## src/rtl/stack_arb_pkg.sv

```systemverilog
// Shared types and defaults for the two-requester stack arbiter.
// Optional feature macro: STACK_ARB_FIXED_PRIO_EN (fixed priority to requester 0).
package stack_arb_pkg;

  localparam int WIDTH_DEF = 8;
  localparam int DEPTH_DEF = 32;

  typedef enum logic {
    IDLE = 1'b0,
    EXEC = 1'b1
  } state_t;

  typedef enum logic {
    OP_PUSH = 1'b0,
    OP_POP  = 1'b1
  } op_t;

endpackage

```

## src/rtl/stack_arbiter_rr_arbiter.sv

```systemverilog
// Two-way arbiter producing a one-hot grant; round-robin by default.
// Defining STACK_ARB_FIXED_PRIO_EN makes requester 0 always win and drops the history register.
module rr_arbiter
  import stack_arb_pkg::*;
(
  input  logic       clk,
  input  logic       rst_n,
  input  logic [1:0] req,
  input  logic       update,
  output logic [1:0] grant
);

`ifdef STACK_ARB_FIXED_PRIO_EN

  logic unused_ok;
  assign unused_ok = ^{clk, rst_n, update};

  always_comb begin
    grant = {req[1] & ~req[0], req[0]};
  end

`else

  // Index of the requester granted most recently; resets to 1 so requester 0 wins first.
  logic last;

  always_comb begin
    if (req == 2'b11) begin
      grant = last ? 2'b01 : 2'b10;
    end else begin
      grant = req;
    end
  end

  always_ff @(posedge clk or negedge rst_n) begin
    if (!rst_n) begin
      last <= 1'b1;
    end else if (update && (grant != 2'b00)) begin
      last <= grant[1];
    end
  end

`endif

endmodule

```

## src/rtl/stack_arbiter.sv

```systemverilog
// Two-requester push/pop front end for an external single-port stack RAM.
// Optional macro STACK_ARB_FIXED_PRIO_EN selects fixed priority in the arbiter.
module stack_arbiter
  import stack_arb_pkg::*;
#(
  parameter int WIDTH = WIDTH_DEF,
  parameter int DEPTH = DEPTH_DEF,
  localparam int AW   = $clog2(DEPTH)
) (
  input  logic               clk,
  input  logic               rst_n,
  input  logic [1:0]         req_valid,
  input  logic [1:0]         req_pop,
  input  logic [2*WIDTH-1:0] req_data,
  output logic [1:0]         req_ready,
  output logic [1:0]         rsp_valid,
  output logic [WIDTH-1:0]   rsp_data,
  output logic               rsp_err,
  output logic               mem_we,
  output logic [AW-1:0]      mem_addr,
  output logic [WIDTH-1:0]   mem_wdata,
  input  logic [WIDTH-1:0]   mem_rdata,
  output logic               full,
  output logic               empty,
  output logic [AW:0]        level
);

  localparam logic [AW:0] SP_FULL = (AW+1)'(DEPTH);
  localparam logic [AW:0] SP_ONE  = (AW+1)'(1);

  state_t           state;
  logic [AW:0]      sp;
  logic [AW:0]      sp_m1;
  logic [1:0]       grant;
  logic [1:0]       gnt_r;
  op_t              op_r;
  logic [WIDTH-1:0] data_r;
  logic [WIDTH-1:0] sel_data;
  logic             sel_pop;
  logic             start;
  logic             do_push;
  logic             do_pop;

  assign start = (state == IDLE) && (req_valid != 2'b00);

  rr_arbiter u_arb (
    .clk    (clk),
    .rst_n  (rst_n),
    .req    (req_valid),
    .update (start),
    .grant  (grant)
  );

  assign sel_data = grant[1] ? req_data[WIDTH +: WIDTH] : req_data[0 +: WIDTH];
  assign sel_pop  = grant[1] ? req_pop[1] : req_pop[0];

  // Status is derived purely from the registered stack pointer.
  assign level = sp;
  assign full  = (sp == SP_FULL);
  assign empty = (sp == '0);
  assign sp_m1 = sp - SP_ONE;

  assign do_push = (state == EXEC) && (op_r == OP_PUSH) && !full;
  assign do_pop  = (state == EXEC) && (op_r == OP_POP) && !empty;

  // RAM port is driven combinationally in EXEC so a pop reads the top entry in that cycle.
  assign mem_we    = do_push;
  assign mem_addr  = (op_r == OP_POP) ? sp_m1[AW-1:0] : sp[AW-1:0];
  assign mem_wdata = data_r;

  // Operation latch; only consumed while in EXEC, so no reset is needed.
  always_ff @(posedge clk) begin
    if (start) begin
      gnt_r  <= grant;
      op_r   <= op_t'(sel_pop);
      data_r <= sel_data;
    end
  end

  always_ff @(posedge clk or negedge rst_n) begin
    if (!rst_n) begin
      state     <= IDLE;
      sp        <= '0;
      req_ready <= 2'b00;
      rsp_valid <= 2'b00;
      rsp_data  <= '0;
      rsp_err   <= 1'b0;
    end else begin
      req_ready <= 2'b00;
      rsp_valid <= 2'b00;
      case (state)
        IDLE: begin
          if (start) begin
            req_ready <= grant;
            state     <= EXEC;
          end
        end
        EXEC: begin
          rsp_valid <= gnt_r;
          rsp_err   <= !(do_push || do_pop);
          rsp_data  <= do_pop ? mem_rdata : '0;
          if (do_push) begin
            sp <= sp + SP_ONE;
          end else if (do_pop) begin
            sp <= sp_m1;
          end
          state <= IDLE;
        end
        default: state <= IDLE;
      endcase
    end
  end

endmodule

```

## config.mk

```make
export PLATFORM = sky130hd
export DESIGN_NAME = stack_arbiter
export DESIGN_NICKNAME = d
export VERILOG_FILES = /design/src/rtl/stack_arb_pkg.sv /design/src/rtl/stack_arbiter_rr_arbiter.sv /design/src/rtl/stack_arbiter.sv
export SDC_FILE = /design/constraint.sdc
export NUM_CORES = 1
export LEC_CHECK = 0
export ABC_AREA = 1
export CELL_PAD_IN_SITES_DETAIL_PLACEMENT = 1
export CELL_PAD_IN_SITES_GLOBAL_PLACEMENT = 2
export CORE_MARGIN = 4
export CORE_UTILIZATION = 24
export DETAILED_ROUTE_END_ITERATION = 16
export HOLD_SLACK_MARGIN = 0.08
export PLACE_DENSITY = 0.8
export SYNTH_ARGS = -nofsm -noshare
export SYNTH_HDL_FRONTEND = slang
export SYNTH_SLANG_ARGS = --single-unit
```

## constraint.sdc

```tcl
create_clock -name clk -period 1.9 [get_ports clk]
set_input_delay 0.19 -clock clk [delete_from_list [all_inputs] [get_ports clk]]
set_output_delay 0.19 -clock clk [all_outputs]
set_load 0.03 [all_outputs]
```

==> images/closeup.png <==
The bar under the picture is 10 um long. Window x 10 to 35, y 10 to 35 um. Cells in gray, sequential cells in the stronger gray; small squares are vias.
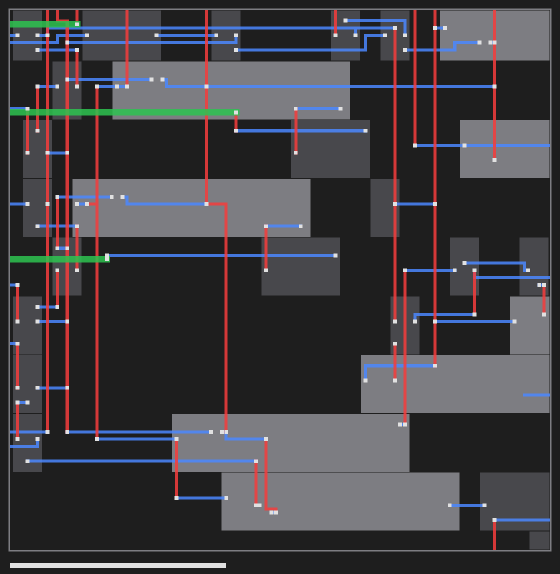
[blue] M1
[red] M2
[green] M3
sequential cells in the window: 5
netlist names of flops here include: `mem_wdata` (3)
cells with their middle in the window: 24
most frequent: nand2_1 (12), edfxtp_1 (4), clkdlybuf4s50_1 (4)

==> images/congestion_map.png <==
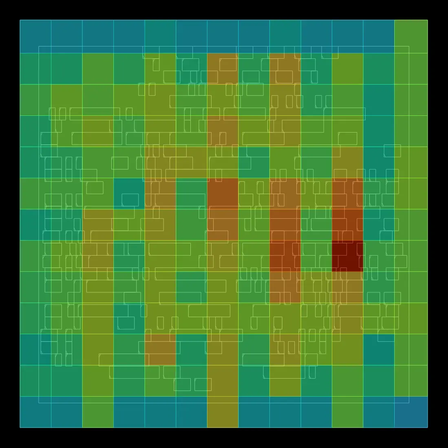
met1 track demand over resource in global routing: 0.125
average wire per standard cell: 13.3 um
GRT met2 Usage: 0.193

==> CHANGELOG.md <==
### Implementation results

* Final critical-path share of the clock period at 0.944
* Post-layout nets at just under 300
* Yosys warning total at 0
* Number of max-cap violations at 0
* Setup ws final at between 0.1 and 0.15 ns
* Worst setup EP type: output pin
* Sum of negative setup slack at 0 ns
* Max rail drop VDD at 0.305 mV
* Via count of the first global-routing pass at approximately 1500
* Total CTS buffers at 5
* Pwr Density at about 1300 nW/um2
* Most common cell after layout, fill and taps aside: nand2_1
* Input/output buffers at about 64
* Remaining Overflow, GRT at 0
* Aggregate routed wire length at 4510 um
* Total DRC errors in the routed layout at 0
* Clk slew on worst S/H paths at around 0.07 ns
* Vertical die dimension at approximately 90 um
* Slowest cell on crit path: clkdlybuf4s50_1
* Floorplan die width at around 90 um
* Max clock buf depth at 2
* Cell chain of the critical path: buf_4, clkdlybuf4s50_1
* Tightest hold margin at approximately 0.26 ns
* First-pass detailed-route iteration total at 4
* Relative slew slack at 0.761
* Status: finished clean
* DP Worst Slack at 0.187 ns
* Post-synth area from yosys stat at 1620 um2
* Inst Count DP at between 300 and 400
* Slack of the worst reg-to-reg path at about 0.36 ns
* Cell type with the largest total area after synthesis: dfrtp_1
* Chip Footprint at roughly 8100 um2
* Antenna violations before repair at 0
* Buf+Inv Stages, Crit Path at 2
* Insertion Delay late pin at approximately 0.28 ns
* Final standard cell count with taps included and fillers excluded at ~340
* Gp weighted congestion at between 0.8 and 0.9
* Crit path depth at 2
* Tally of nets with antenna violations remaining after routing at 0
* Path depth of the worst reg2reg path at 4
* Synth top cells by count: 84 x nand2_1, 20 x dfrtp_1, 14 x inv_1
* Clock Root Buffer: clkbuf_8
* Tightest Pin Transition at roughly 0.36 ns
* Arrival time of the worst setup path at between 1.5 and 2 ns
* Largest driver fanout on the critical path at 7
* CTS resizes at 1
* Clock tree from TritonCTS: built
* Data required time of the critical path at roughly 1.7 ns
==> images/gates.png <==
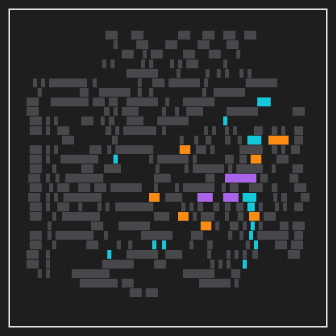
[purple] fa/ha/maj cells | cells: 3 | most used: ha_1
[cyan] nor cells | cells: 13 | most used: nor2_1
[orange] xor and xnor cells | cells: 7 | most used: xor2_1

per-layer routing:
metal | GRT usage | vias up | wire (um) | share of wire
li1 | - | 723 | - | -
met1 | 0.125 | 656 | 1980 | 0.44
met2 | 0.193 | 53 | 2070 | 0.46
met3 | 0.0543 | 4 | 414 | 0.092
met4 | 0.0319 | 0 | 39 | 0.0087
met5 | 0 | - | 0 | 0
power by group:
group / switching [mW] / leakage, nW / internal (mW)
clock network: 0.249 / 0.0515 / 0.331
registers: 0.0985 / 0.370 / 0.863
logic: 1.01 / 0.769 / 0.672
total: 1.36 / 1.19 / 1.87
final cells by class:
cell class	count	area (um2)
fillers	773	3950
well taps	77	96.3
flip-flops and latches	32	857
inverters	19	72.6
clock buffers	8	100
repair buffers	74	702
multi-input cells	130	679
Power is estimated from default activity; no workload was simulated.
